<file path="config.mk">
export PLATFORM = sky130hd
export DESIGN_NAME = if_fetch
export DESIGN_NICKNAME = d
export VERILOG_FILES = /design/src/rtl/if_fetch_pkg.sv /design/src/rtl/if_hold_buf.sv /design/src/rtl/if_fetch.sv
export SDC_FILE = /design/constraint.sdc
export NUM_CORES = 1
export LEC_CHECK = 0
export ABC_AREA = 1
export CAP_MARGIN = 0
export CORE_ASPECT_RATIO = 2
export CORE_MARGIN = 2
export CORE_UTILIZATION = 35
export CTS_CLUSTER_SIZE = 24
export DETAILED_ROUTE_END_ITERATION = 8
export GPL_TIMING_DRIVEN = 0
export PLACE_DENSITY_LB_ADDON = 0.2
export SLEW_MARGIN = 40
export SYNTH_ARGS = -nofsm -noshare
export SYNTH_HDL_FRONTEND = slang
export SYNTH_SLANG_ARGS = --single-unit
</file>
<file path="constraint.sdc">
create_clock -name clk -period 1.9 [get_ports clk]
set_clock_uncertainty 0.1 [all_clocks]
set_input_delay 0.38 -clock clk [delete_from_list [all_inputs] [get_ports clk]]
set_output_delay 0.38 -clock clk [all_outputs]
set_load 0.05 [all_outputs]
</file>
<file path="src/rtl/if_fetch_pkg.sv">
// if_fetch_pkg: shared widths, encodings and FSM states for the instruction-fetch stage.
//   IF_ADDR_W / IF_DATA_W : default address and instruction widths
//   IF_RESET_PC           : default first fetch address after reset
//   IF_NOP_INST           : default encoding shown on inst_o while valid_o=0
//   fetch_state_e         : S_BOOT / S_REQ / S_HOLD
package if_fetch_pkg;

    localparam int          IF_ADDR_W   = 16;
    localparam int          IF_DATA_W   = 16;
    localparam logic [15:0] IF_RESET_PC = 16'h0000;
    localparam logic [15:0] IF_NOP_INST = 16'h0800;

    typedef enum logic [1:0] {
        S_BOOT = 2'd0,
        S_REQ  = 2'd1,
        S_HOLD = 2'd2
    } fetch_state_e;

endpackage

</file>
<file path="src/rtl/if_hold_buf.sv">
// if_hold_buf: one-entry skid register {valid, inst, pc} for a fetch accepted during a stall.
//   clk, rst     : clock, asynchronous active-low reset
//   load_i       : capture inst_i/pc_i and mark the entry valid
//   clear_i      : drop the entry
//   inst_i, pc_i : instruction and its sequential pc to capture
//   valid_o, inst_o, pc_o : current entry
module if_hold_buf
    import if_fetch_pkg::*;
#(
    parameter int ADDR_W = IF_ADDR_W,
    parameter int DATA_W = IF_DATA_W
) (
    input  logic              clk,
    input  logic              rst,
    input  logic              load_i,
    input  logic              clear_i,
    input  logic [DATA_W-1:0] inst_i,
    input  logic [ADDR_W-1:0] pc_i,
    output logic              valid_o,
    output logic [DATA_W-1:0] inst_o,
    output logic [ADDR_W-1:0] pc_o
);

    logic              valid_q, valid_d;
    logic [DATA_W-1:0] inst_q, inst_d;
    logic [ADDR_W-1:0] pc_q, pc_d;

    always_comb begin
        valid_d = load_i ? 1'b1 : (clear_i ? 1'b0 : valid_q);
        inst_d  = load_i ? inst_i : inst_q;
        pc_d    = load_i ? pc_i : pc_q;
    end

    always_ff @(posedge clk or negedge rst) begin
        if (!rst) begin
            valid_q <= 1'b0;
            inst_q  <= '0;
            pc_q    <= '0;
        end else begin
            valid_q <= valid_d;
            inst_q  <= inst_d;
            pc_q    <= pc_d;
        end
    end

    assign valid_o = valid_q;
    assign inst_o  = inst_q;
    assign pc_o    = pc_q;

endmodule

</file>
<file path="src/rtl/if_fetch.sv">
// if_fetch: instruction-fetch stage; owns the PC, runs a req/ack imem port and feeds IF/ID.
//   clk, rst                 : clock, asynchronous active-low reset
//   stall_i                  : freeze pc_o/inst_o/valid_o
//   branch_flag_i/addr_i     : redirect request from decode for the instruction on inst_o
//   imem_req_o/addr_o        : memory request, address stable until imem_ack_i
//   imem_ack_i/rdata_i       : one-cycle acknowledge with data
//   pc_o, inst_o, valid_o    : IF/ID outputs (pc_o is fetch address + 1)
module if_fetch
    import if_fetch_pkg::*;
#(
    parameter int                ADDR_W   = IF_ADDR_W,
    parameter int                DATA_W   = IF_DATA_W,
    parameter logic [ADDR_W-1:0] RESET_PC = IF_RESET_PC,
    parameter logic [DATA_W-1:0] NOP_INST = IF_NOP_INST
) (
    input  logic              clk,
    input  logic              rst,
    input  logic              stall_i,
    input  logic              branch_flag_i,
    input  logic [ADDR_W-1:0] branch_addr_i,
    output logic              imem_req_o,
    output logic [ADDR_W-1:0] imem_addr_o,
    input  logic              imem_ack_i,
    input  logic [DATA_W-1:0] imem_rdata_i,
    output logic [ADDR_W-1:0] pc_o,
    output logic [DATA_W-1:0] inst_o,
    output logic              valid_o
);

    fetch_state_e      state_q, state_d;
    logic [ADDR_W-1:0] req_addr_q, req_addr_d;
    logic [ADDR_W-1:0] next_pc_q, next_pc_d;
    logic              squash_q, squash_d;
    logic [ADDR_W-1:0] pc_q, pc_d;
    logic [DATA_W-1:0] inst_q, inst_d;
    logic              valid_q, valid_d;

    logic              hb_load, hb_clear, hb_valid;
    logic [DATA_W-1:0] hb_inst;
    logic [ADDR_W-1:0] hb_pc;
    logic [ADDR_W-1:0] req_inc;
    logic              redirect;

    assign req_inc  = req_addr_q + ADDR_W'(1);
    // A stalled decode re-asserts its branch later, so only act on it when not stalled.
    assign redirect = branch_flag_i && valid_q && !stall_i;

    if_hold_buf #(
        .ADDR_W (ADDR_W),
        .DATA_W (DATA_W)
    ) u_hold (
        .clk     (clk),
        .rst     (rst),
        .load_i  (hb_load),
        .clear_i (hb_clear),
        .inst_i  (imem_rdata_i),
        .pc_i    (req_inc),
        .valid_o (hb_valid),
        .inst_o  (hb_inst),
        .pc_o    (hb_pc)
    );

    always_comb begin
        state_d    = state_q;
        req_addr_d = req_addr_q;
        next_pc_d  = next_pc_q;
        squash_d   = squash_q;
        pc_d       = pc_q;
        inst_d     = inst_q;
        valid_d    = valid_q;
        hb_load    = 1'b0;
        hb_clear   = 1'b0;
        if (redirect) begin
            next_pc_d = branch_addr_i;
            valid_d   = 1'b0;
            inst_d    = NOP_INST;
            hb_clear  = 1'b1;
        end
        case (state_q)
            S_BOOT: begin
                state_d    = S_REQ;
                req_addr_d = next_pc_q;
            end
            S_REQ: begin
                if (!stall_i) begin
                    valid_d = 1'b0;
                    inst_d  = NOP_INST;
                end
                if (imem_ack_i) begin
                    squash_d = 1'b0;
                    // Wrong-path data: drop it and aim the next request at the redirect target.
                    if (squash_q || redirect) begin
                        req_addr_d = next_pc_d;
                    end else if (!stall_i) begin
                        inst_d     = imem_rdata_i;
                        pc_d       = req_inc;
                        valid_d    = 1'b1;
                        next_pc_d  = req_inc;
                        req_addr_d = req_inc;
                    end else begin
                        hb_load = 1'b1;
                        state_d = S_HOLD;
                    end
                end else if (redirect) begin
                    // Request already on the bus must complete; remember to discard it.
                    squash_d = 1'b1;
                end
            end
            S_HOLD: begin
                if (!stall_i) begin
                    state_d    = S_REQ;
                    hb_clear   = 1'b1;
                    req_addr_d = redirect ? branch_addr_i : hb_pc;
                    if (!redirect && hb_valid) begin
                        inst_d    = hb_inst;
                        pc_d      = hb_pc;
                        valid_d   = 1'b1;
                        next_pc_d = hb_pc;
                    end
                end
            end
            default: state_d = S_BOOT;
        endcase
    end

    always_ff @(posedge clk or negedge rst) begin
        if (!rst) begin
            state_q    <= S_BOOT;
            req_addr_q <= '0;
            next_pc_q  <= RESET_PC;
            squash_q   <= 1'b0;
            pc_q       <= '0;
            inst_q     <= NOP_INST;
            valid_q    <= 1'b0;
        end else begin
            state_q    <= state_d;
            req_addr_q <= req_addr_d;
            next_pc_q  <= next_pc_d;
            squash_q   <= squash_d;
            pc_q       <= pc_d;
            inst_q     <= inst_d;
            valid_q    <= valid_d;
        end
    end

    assign imem_req_o  = (state_q == S_REQ);
    assign imem_addr_o = req_addr_q;
    assign pc_o        = pc_q;
    assign inst_o      = inst_q;
    assign valid_o     = valid_q;

endmodule

</file>
==> out/metrics.yaml, run 1 <==
ir_worst_vdd_mv: 0.839
yosysWarnings: 0
via_per_inst: 5.28
power.internal_uw: 8130
setup_viol: 41
combPwrFrac_pct: 65.9
path_class: "register to register"
route.detailed.drc: 0
htreeDepth: 3
synthCells: 936
fa_ha_area_share_pct: 1.22
cts_tree: "built"
p_comb_uw: 11200
power_uw: 17000
cts_buffers: 9
slowest_stage: "dfrtp_1"
setup_slack_ns: -0.154
seq_power_uw: 3930
ioPinCount: 87
gr-usage-met1_pct: 26.2
mostFrequentLayoutCells: "336 x nand2_1, 96 x dfrtp_1, 75 x nand3_1"
whs_ns: 0.364
switching_share_pct: 52.2
wl_met1_um: 8470
clockPowerShare_pct: 11.0
outcome: "complete, but fails checks"
synth.logic.top_family: "simple AND/OR/NAND/NOR gates"
post-place-ws_ns: -0.871
met3RoutedLength_um: 1190
yosys-stat-cells: 936
cts.path.max_buffers: 2
worst_setup_path_start_kind: "register"
yosysUniqueCellTypes: 30
max_freq_mhz: 487
critPathMaxFanout: 5
warning_count: 32
ant_nets: 0
worstPathCellList: "inv_2 -> ha_4 -> clkinvlp_4 -> nor2_4 -> a21oi_2 -> nand3b_1 -> buf_6 -> buf_12 -> a21oi_2 -> nand2_2 -> nand2_1"
xor_area_share_pct: 0.284
rsz0062_at_grt: "true"
maxSlewViolCount: 0
yosysChipArea_um2: 6160
drtIter0Drc: 435
grt_first_pass_wirelength_um: 37300
top_usage_layer: "met2"
place_inst: 1233
gp_congestion: 0.937
violations: "setup timing"
cts-root-buf: "clkbuf_16"
dpl-instance-area_um2: 7330
power_leader: "combinational logic"
powerDensity_nw_per_um2: 1990
tightest_slew_ns: 0.630
clk-power_uw: 1870
ff2ff_setup_slack_ns: -0.15
switching_power_uw: 8880
die_area_um2: 18700
cts_sinks: 101
diodes: 0
p_seq_share_pct: 23.1
die_y_um: 192
core-area_um2: 17300
die_width_um: 97.8
syn_area_um2: 6160
tns_ns: -3.29
hold_class: "register to register"
syn_nets: 979
maxCapViolations: 0
num-nets-final: 1124
grt_max_degree: 71
hold_viol: 0
antenna_found_initial: 0
hpwl_um: 17100
run 1: repair_timing:
action                                 CTS  global route
hold buffers                             1             0
resized                                186            95
setup endpoints to repair              150            96
endpoints found under the hold margin   31             0
setup buffers                           35            12
cloned                                   5             0
pin swaps                               25            31
run 1: synth_stat cells (all sizes together):
cell | number | area share (%)
dfstp | 1 | 0.43
a31oi | 1 | 0.10
xor2 | 1 | 0.14
clkinv | 2 | 0.12
buf | 23 | 1.9
nand3 | 79 | 6.6
nand3b | 4 | 0.49
o21bai | 3 | 0.37
inv | 81 | 4.9
nand4 | 4 | 0.41
dfrtp | 100 | 41
o22ai | 4 | 0.41
nor2 | 92 | 5.9
a21oi | 51 | 4.1
clkbuf | 21 | 1.3
xnor2 | 1 | 0.14
or2 | 1 | 0.10
ha | 6 | 1.2
o21ai | 91 | 7.4
nand2 | 359 | 22
o211ai | 10 | 1.2
a21boi | 1 | 0.12
run 1: path summary, 6_finish.rpt:
kind	start	to	cells after the start
worst max-delay path	state_q[1]	imem_addr_o[12]	11
worst min-delay path	pc_o[4]	pc_o[4]	2
worst max register to register	state_q[1]	imem_addr_o[12]	11
worst min register to register	pc_o[4]	pc_o[4]	2
max in group asynchronous	rst	inst_o[11]	3
min in group asynchronous	rst	inst_o[6]	2
run 1: worst max-delay path: cells and delay by family (launching register included):
kind / cells / cell delay, ns
buffers and inverters: 4 / 0.57
flip-flops: 1 / 0.40
adder cells (fa/ha/maj): 1 / 0.19
AND/OR/NAND/NOR: 4 / 0.56
AND-OR/OR-AND: 2 / 0.10
run 1: cell type report:
type	instances	area, um^2
Buffer	42	334
Fill cell	1760	8730
Multi-Input combinational cell	708	3460
Sequential cell	101	2530
Inverter	83	335
Clock inverter	1	5.00
Timing Repair Buffer	136	1330
Tap cell	210	263
Clock buffer	14	284
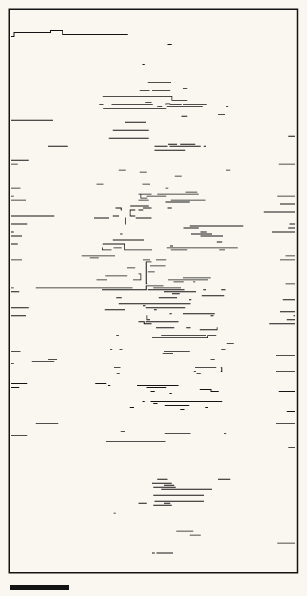
Figure 1: run 1, met3 routing.
The bar under the picture is 20 um long.
The layer holds 4.9% of the routed length. The wires run mostly horizontal. 130 nets have wire on it. The longest straight run is 32.7 um.
grt met3 use: 3.53%
Routed WL: 24,400 um
Via Count: 6,836

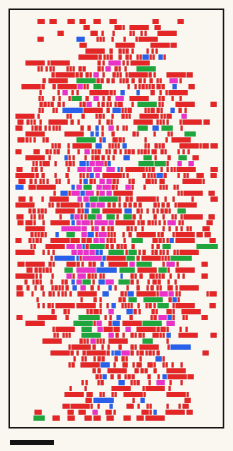
Figure 2: run 1, cells by drive strength.
The bar under the picture is 20 um long.
drive 3 to 4: drawn in magenta, cells 77, share 7.1%, most used buf_4. drive 1 or less: drawn in red, cells 891, share 82%, most used nand2_1. drive 2: drawn in blue, cells 71, share 6.5%, most used nand2_2. drive 6 and up: drawn in green, cells 46, share 4.2%, most used buf_6.
post-route cell area: 8540 um^2
fin worst setup slack: -0.154 ns
P&R area growth vs syn: 38.6%

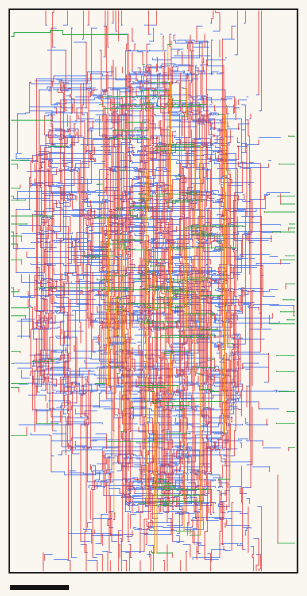
Figure 3: run 1, signal wires by layer.
The bar under the picture is 20 um long.
met1: drawn in blue, wire length 8,470 um. met4: drawn in orange, wire length 1,910 um. met3: drawn in green, wire length 1,190 um. met2: drawn in red, wire length 12,900 um.
WL/cell: 18.9 um
total global routing track utilization: 26.2%

Figure 4. Metal 4 (run 1).
Supply wires on this layer in grey.
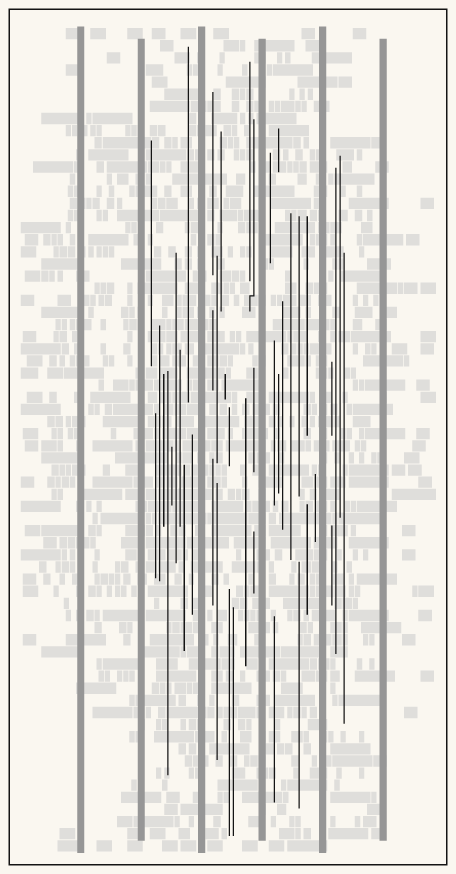

--- run 2 (diff from run 1) ---
- GPL_TIMING_DRIVEN: 0 -> default
- SYNTH_HIERARCHICAL: default -> 1
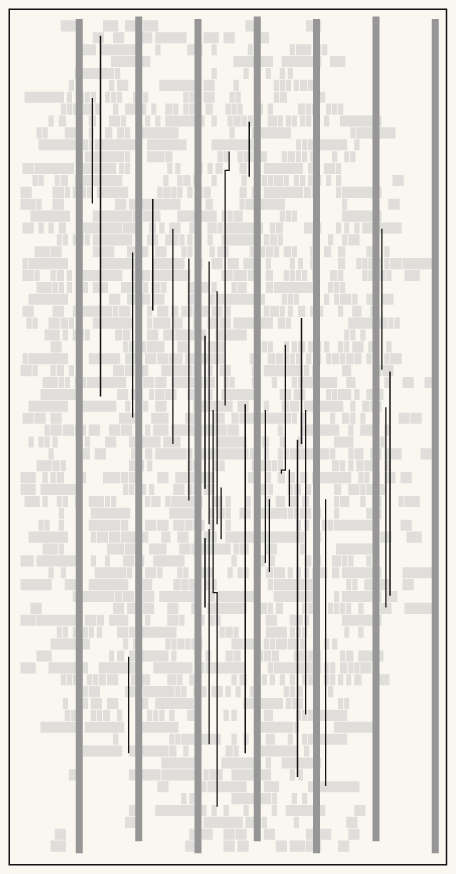
Figure 5: run 2, metal 4.
Supply wires on this layer in grey.
The layer carries 1,220 um of wire. The longest straight run is 82.3 um. 24 nets have wire on it. The wires run mostly vertical.
Via Count: 6,693
Routed WL: 22,800 um

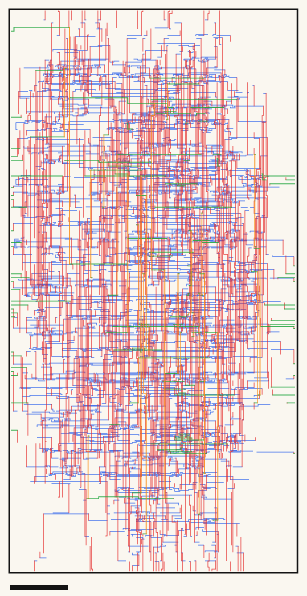
Figure 6: run 2, signal wires by layer.
The bar under the picture is 20 um long.
met1: drawn in blue, wire length 8,350 um. met2: drawn in red, wire length 12,300 um. met4: drawn in orange, wire length 1,220 um. met3: drawn in green, wire length 928 um.
WL/cell: 17.1 um
total global routing track utilization: 23.9%

==> run 2 against run 1 <==
Compared with the run above:
- the run now ends clean
- sequential share of layout area shrank 0.58 points
- worst hold slack gained 0.011 ns
- highest routed layer unchanged
- critical path type is now register to output port
- critical endpoint is now imem_req_o
- utilization shrank 1.4 points
- design area grew 2.0%
- setup slack gained 0.20 ns
==> out/metrics.yaml, run 2 <==
outcome: "complete, no violations"
ys_seq_share_pct: 39.4
mostFrequentLayoutCells: "428 x nand2_1, 128 x buf_4, 95 x dfrtp_1"
worstPathCellList: "buf_4 -> ha_4 -> buf_6 -> buf_12"
postLayoutCellArea_um2: 8710  # +2.0%
synthCells: 948  # +1.3%
powerDensity_nw_per_um2: 1820  # -8.5%
cts.path.max_buffers: 2  # unchanged
synth-main-ff-cell: "dfrtp_1"
core-area_um2: 18100  # +5.0%
grt_max_degree: 48  # -32%
finalCritPeriodShare_pct: 97.5
yosysWarnings: 6  # +6
yosys-stat-cells: 948  # +1.3%
cts_tree: "built"
worst_setup_path_start_kind: "register"
die_area_um2: 19500  # +3.9%
maxCapViolations: 0  # unchanged
place_inst: 1312  # +6.4%
area_growth_pct: 35.9
synth.most_common_cell: "nand2_1"
hold_class: "register to register"
setup_slack_ns: 0.0482  # +0.202 ns
diodes: 0  # unchanged
setup_viol: 0  # -100%
critPathMaxFanout: 7  # +2
topCellsByArea: "dfrtp_1 39%, nand2_1 25%, nor2_1 4.7%"
tns_ns: 0  # +3.29 ns
top_cells_by_count: "432 x nand2_1, 100 x dfrtp_1, 81 x nor2_1, 72 x inv_1, 54 x nand3_1"
max_freq_mhz: 540  # +11%
antenna_found_initial: 0  # unchanged
nFillCells: 1870  # +6.3%
cpPeakStageDelay_ns: 0.39
syn_nets: 992  # +1.3%
yosysTopAreaCellShare_pct: 39.0  # -1.6 points
gp_congestion: 0.866  # -7.5%
xor_area_share_pct: 0.644  # +0.36 points
dpl-instance-area_um2: 8180  # +12%
cts_buffers: 9  # unchanged
cp.buffers_inverters: 3  # -1
via_per_inst: 5.01  # -5.1%
num-nets-final: 1159  # +3.1%
yosysTopAreaCell: "dfrtp_1"
ir_worst_vdd_mv: 0.843  # +0.47%
path_class: "register to output port"
async_flop_share_pct: 100  # unchanged
route.detailed.drc: 0  # unchanged
die_y_um: 195  # +2.0%
ant_nets: 0  # unchanged
hold_viol: 0  # unchanged
maxSlewViolCount: 0  # unchanged
edf_count: 0  # unchanged
die_width_um: 99.7  # +1.9%
slowest_stage: "dfrtp_1"
post_cts_resized: 13  # -93%
tightest_slew_ns: 0.461  # -0.170 ns
power_uw: 15900  # -6.7%
post-place-ws_ns: -0.366  # +0.505 ns
yosysChipArea_um2: 6410  # +4.1%
syn_area_um2: 6410  # +4.1%
synth.logic.top_family: "simple AND/OR/NAND/NOR gates"
htreeDepth: 3  # unchanged
grt_first_pass_wirelength_um: 35500  # -4.6%
fa_ha_area_share_pct: 1.37  # +0.15 points
path_delay_family: "buffers and inverters"
whs_ns: 0.374  # +0.0107 ns
cts-root-buf: "clkbuf_16"
-- run 2: tightest hold or removal path, cell delays in order, from the launching register on --
cell,delay (ns)
dfrtp_1,0.34
nand2_1,0.05
nand2_1,0.05
-- run 2: area by class of cell --
cell class                 instances  area (um^2)  area share, %
inverter                          78          314           3.60
timing repair inverter             1         7.51         0.0862
clock buffer                      11          253           2.90
sequential                       101         2530           29.1
tap                              216          270           3.10
timing repair buffer             194         1880           21.6
multi-input combinational        730         3390           39.0
clock inverter                     5         57.6          0.661
-- run 2: logic make-up after synthesis --
family	Yosys count
AND-OR/OR-AND	110
XOR/XNOR	3
adder cells (fa/ha/maj)	7
buffers and inverters	117
flip-flops	101
AND/OR/NAND/NOR	610
-- run 2: power by group --
| part | total (uW) | switching [uW] | internal, uW |
|---|---|---|---|
| combinational | 10100 | 6220 | 3840 |
| clock | 1970 | 870 | 1100 |
| sequential | 3850 | 746 | 3100 |
| total | 15900 | 7830 | 8040 |
-- run 2: worst paths after layout --
path | from | endpoint | slack (ns) | depth (start not counted)
worst max register to register | imem_addr_o[0] | pc_o[12] | 0.07 | 11
min in group asynchronous | rst | valid_o | 0.44 | 3
worst max-delay path | state_q[0] | imem_req_o | 0.05 | 4
max in group asynchronous | rst | pc_o[14] | 0.90 | 3
worst min-delay path | u_hold/inst_o[6] | u_hold/inst_o[6] | 0.37 | 2
worst min register to register | u_hold/inst_o[6] | u_hold/inst_o[6] | 0.37 | 2
-- run 2: layer usage --
| metal | share of wire [%] | track usage (%) |
|---|---|---|
| met1 | 37 | 25.7 |
| met2 | 54 | 44.2 |
| met3 | 4.1 | 3.08 |
| met4 | 5.3 | 12.6 |
| met5 | 0 | 0 |
Figure 7. Met3 routing (run 2).
The bar under the picture is 20 um long.
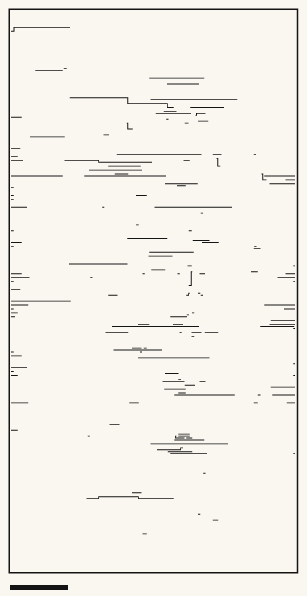

--- run 3 (diff from run 2) ---
- SETUP_SLACK_MARGIN: default -> 0.05
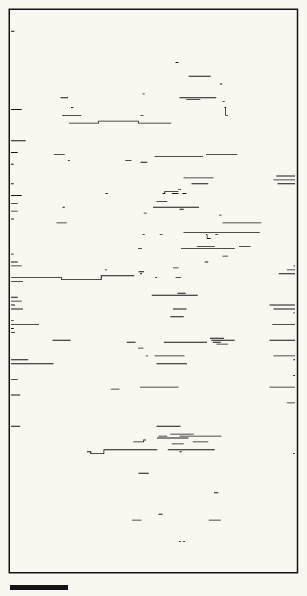
Figure 8: run 3, met3 routing.
The bar under the picture is 20 um long.
The layer holds 3.0% of the routed length. 95 nets have wire on it.
Via Count: 6,690
Routed WL: 22,500 um
grt met3 use: 2.22%

==> run 3 against run 2 <==
Compared with the run above:
- clock power grew 7%
- utilization rose by 0.92 points
- worst hold slack got worse by 0.071 ns
- power increased by 2.6%
- final cell count is 0.22% higher
- synthesized area is the same
- clock-buffer cell count did not move
- critical path depth is 1 higher
- via count about the same
- design area increased by 1.9%
- wire length shrank 1.6%
- critical path type unchanged
==> out/metrics.yaml, run 3 <==
clockPowerShare_pct: 12.9  # +0.5 points
maxCapViolations: 0  # unchanged
grt_first_pass_wirelength_um: 35400  # -0.31%
r2r_cells: 10  # -1
critPathMaxFanout: 3  # -4
yosys-stat-cells: 948  # unchanged
cts-root-buf: "clkbuf_16"
met3RoutedLength_um: 665  # -28%
die_width_um: 99.7  # unchanged
synthCells: 948  # unchanged
power.internal_uw: 8320  # +3.6%
synth.most_common_cell: "nand2_1"
yosysWarnings: 6  # unchanged
switching_power_uw: 7950  # +1.5%
yosysTopAreaCellShare_pct: 39.0  # unchanged
top_layer: "met4"
path_class: "register to output port"
maxSlewViolCount: 0  # unchanged
wl_met1_um: 8390  # +0.49%
diodes: 0  # unchanged
cts.path.max_buffers: 2  # unchanged
gr-usage-met1_pct: 25.8  # +0.070 points
worst_setup_path_start_kind: "register"
xor_area_share_pct: 0.644  # unchanged
ff2ff_setup_slack_ns: 0.02  # -0.05 ns
cts_tree: "built"
whs_ns: 0.303  # -0.0710 ns
seqCellArea_um2: 2530  # about the same
worst_r2r_endpoint: "pc_o[0]"
p_seq_share_pct: 23.7  # -0.5 points
mostFrequentLayoutCells: "413 x nand2_1, 126 x buf_4, 96 x dfrtp_1"
hold_class: "primary input to async pin"
post_cts_resized: 35  # +22
edf_count: 0  # unchanged
top_cells_by_count: "432 x nand2_1, 100 x dfrtp_1, 81 x nor2_1, 72 x inv_1, 54 x nand3_1"
tns_ns: 0  # unchanged
crit_start: "state_q[0]"
outcome: "complete, no violations"
die_y_um: 195  # unchanged
route.detailed.drc: 0  # unchanged
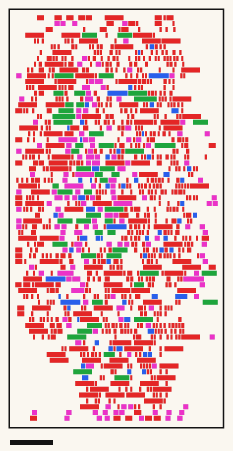
Figure 9: run 3, cells by drive strength.
The bar under the picture is 20 um long.
drive 1 or less: drawn in red, cells 857, share 76%, most used nand2_1. drive 3 to 4: drawn in magenta, cells 154, share 14%, most used buf_4. drive 6 and up: drawn in green, cells 51, share 4.5%, most used buf_12. drive 2: drawn in blue, cells 61, share 5.4%, most used nand2_2.
Non-CTS buffers: 197
fin worst setup slack: 0.00591 ns
post-route cell area: 8880 um^2
P&R area growth vs syn: 38.5%

-- run 3: cell counts after synthesis --
No cell type changed its count.
-- run 3: worst max-delay path, stage by stage, from the launching register on --
cell,delay (ns)
dfrtp_1,0.39
buf_6,0.13
ha_4,0.16
buf_6,0.12
buf_8,0.12
buf_12,0.14
-- run 3: metrics by stage --
step	utilization, %	std cells	setup WS (ns)
2_1_floorplan	-	948	0.0527
3_3_place_gp	44.7	1309	-0.429
3_5_place_dp	44.7	1309	-0.461
4_1_cts	47.7	1334	0.000288
5_1_grt	49.0	1339	-0.0323
6_report	49.0	1339	0.00591
-- run 3: area by class of cell --
cell class	instances	area share (%)
clock inverter	5	0.930
clock buffer	11	2.85
sequential	101	28.5
tap	216	3.04
timing repair buffer	197	21.5
multi-input combinational	730	39.5
timing repair inverter	1	0.0845
inverter	78	3.55
-- run 3: power groups by stage --
stage / clock, uW / combinational, uW / sequential (uW)
after floorplan: 0 / 4380 / 5150
after global placement: 0 / 9280 / 3880
after detailed placement: 0 / 9330 / 3890
after CTS: 2140 / 9890 / 3870
after global routing: 2210 / 11200 / 3980
final: 2100 / 10300 / 3860
-- run 3: how the worst min path moves through the flow --
| stage | start | end | cells after the start |
|---|---|---|---|
| 2_1_floorplan | rst | imem_addr_o[0] | 0 |
| 4_1_cts | rst | u_hold/inst_o[1] | 2 |
| 6_report | rst | u_hold/inst_o[1] | 2 |
| 3_5_place_dp | rst | inst_o[6] | 1 |
| 5_1_grt | rst | u_hold/inst_o[1] | 2 |
| 3_3_place_gp | rst | u_hold/inst_o[1] | 1 |
Power and IR drop assume default switching activity.
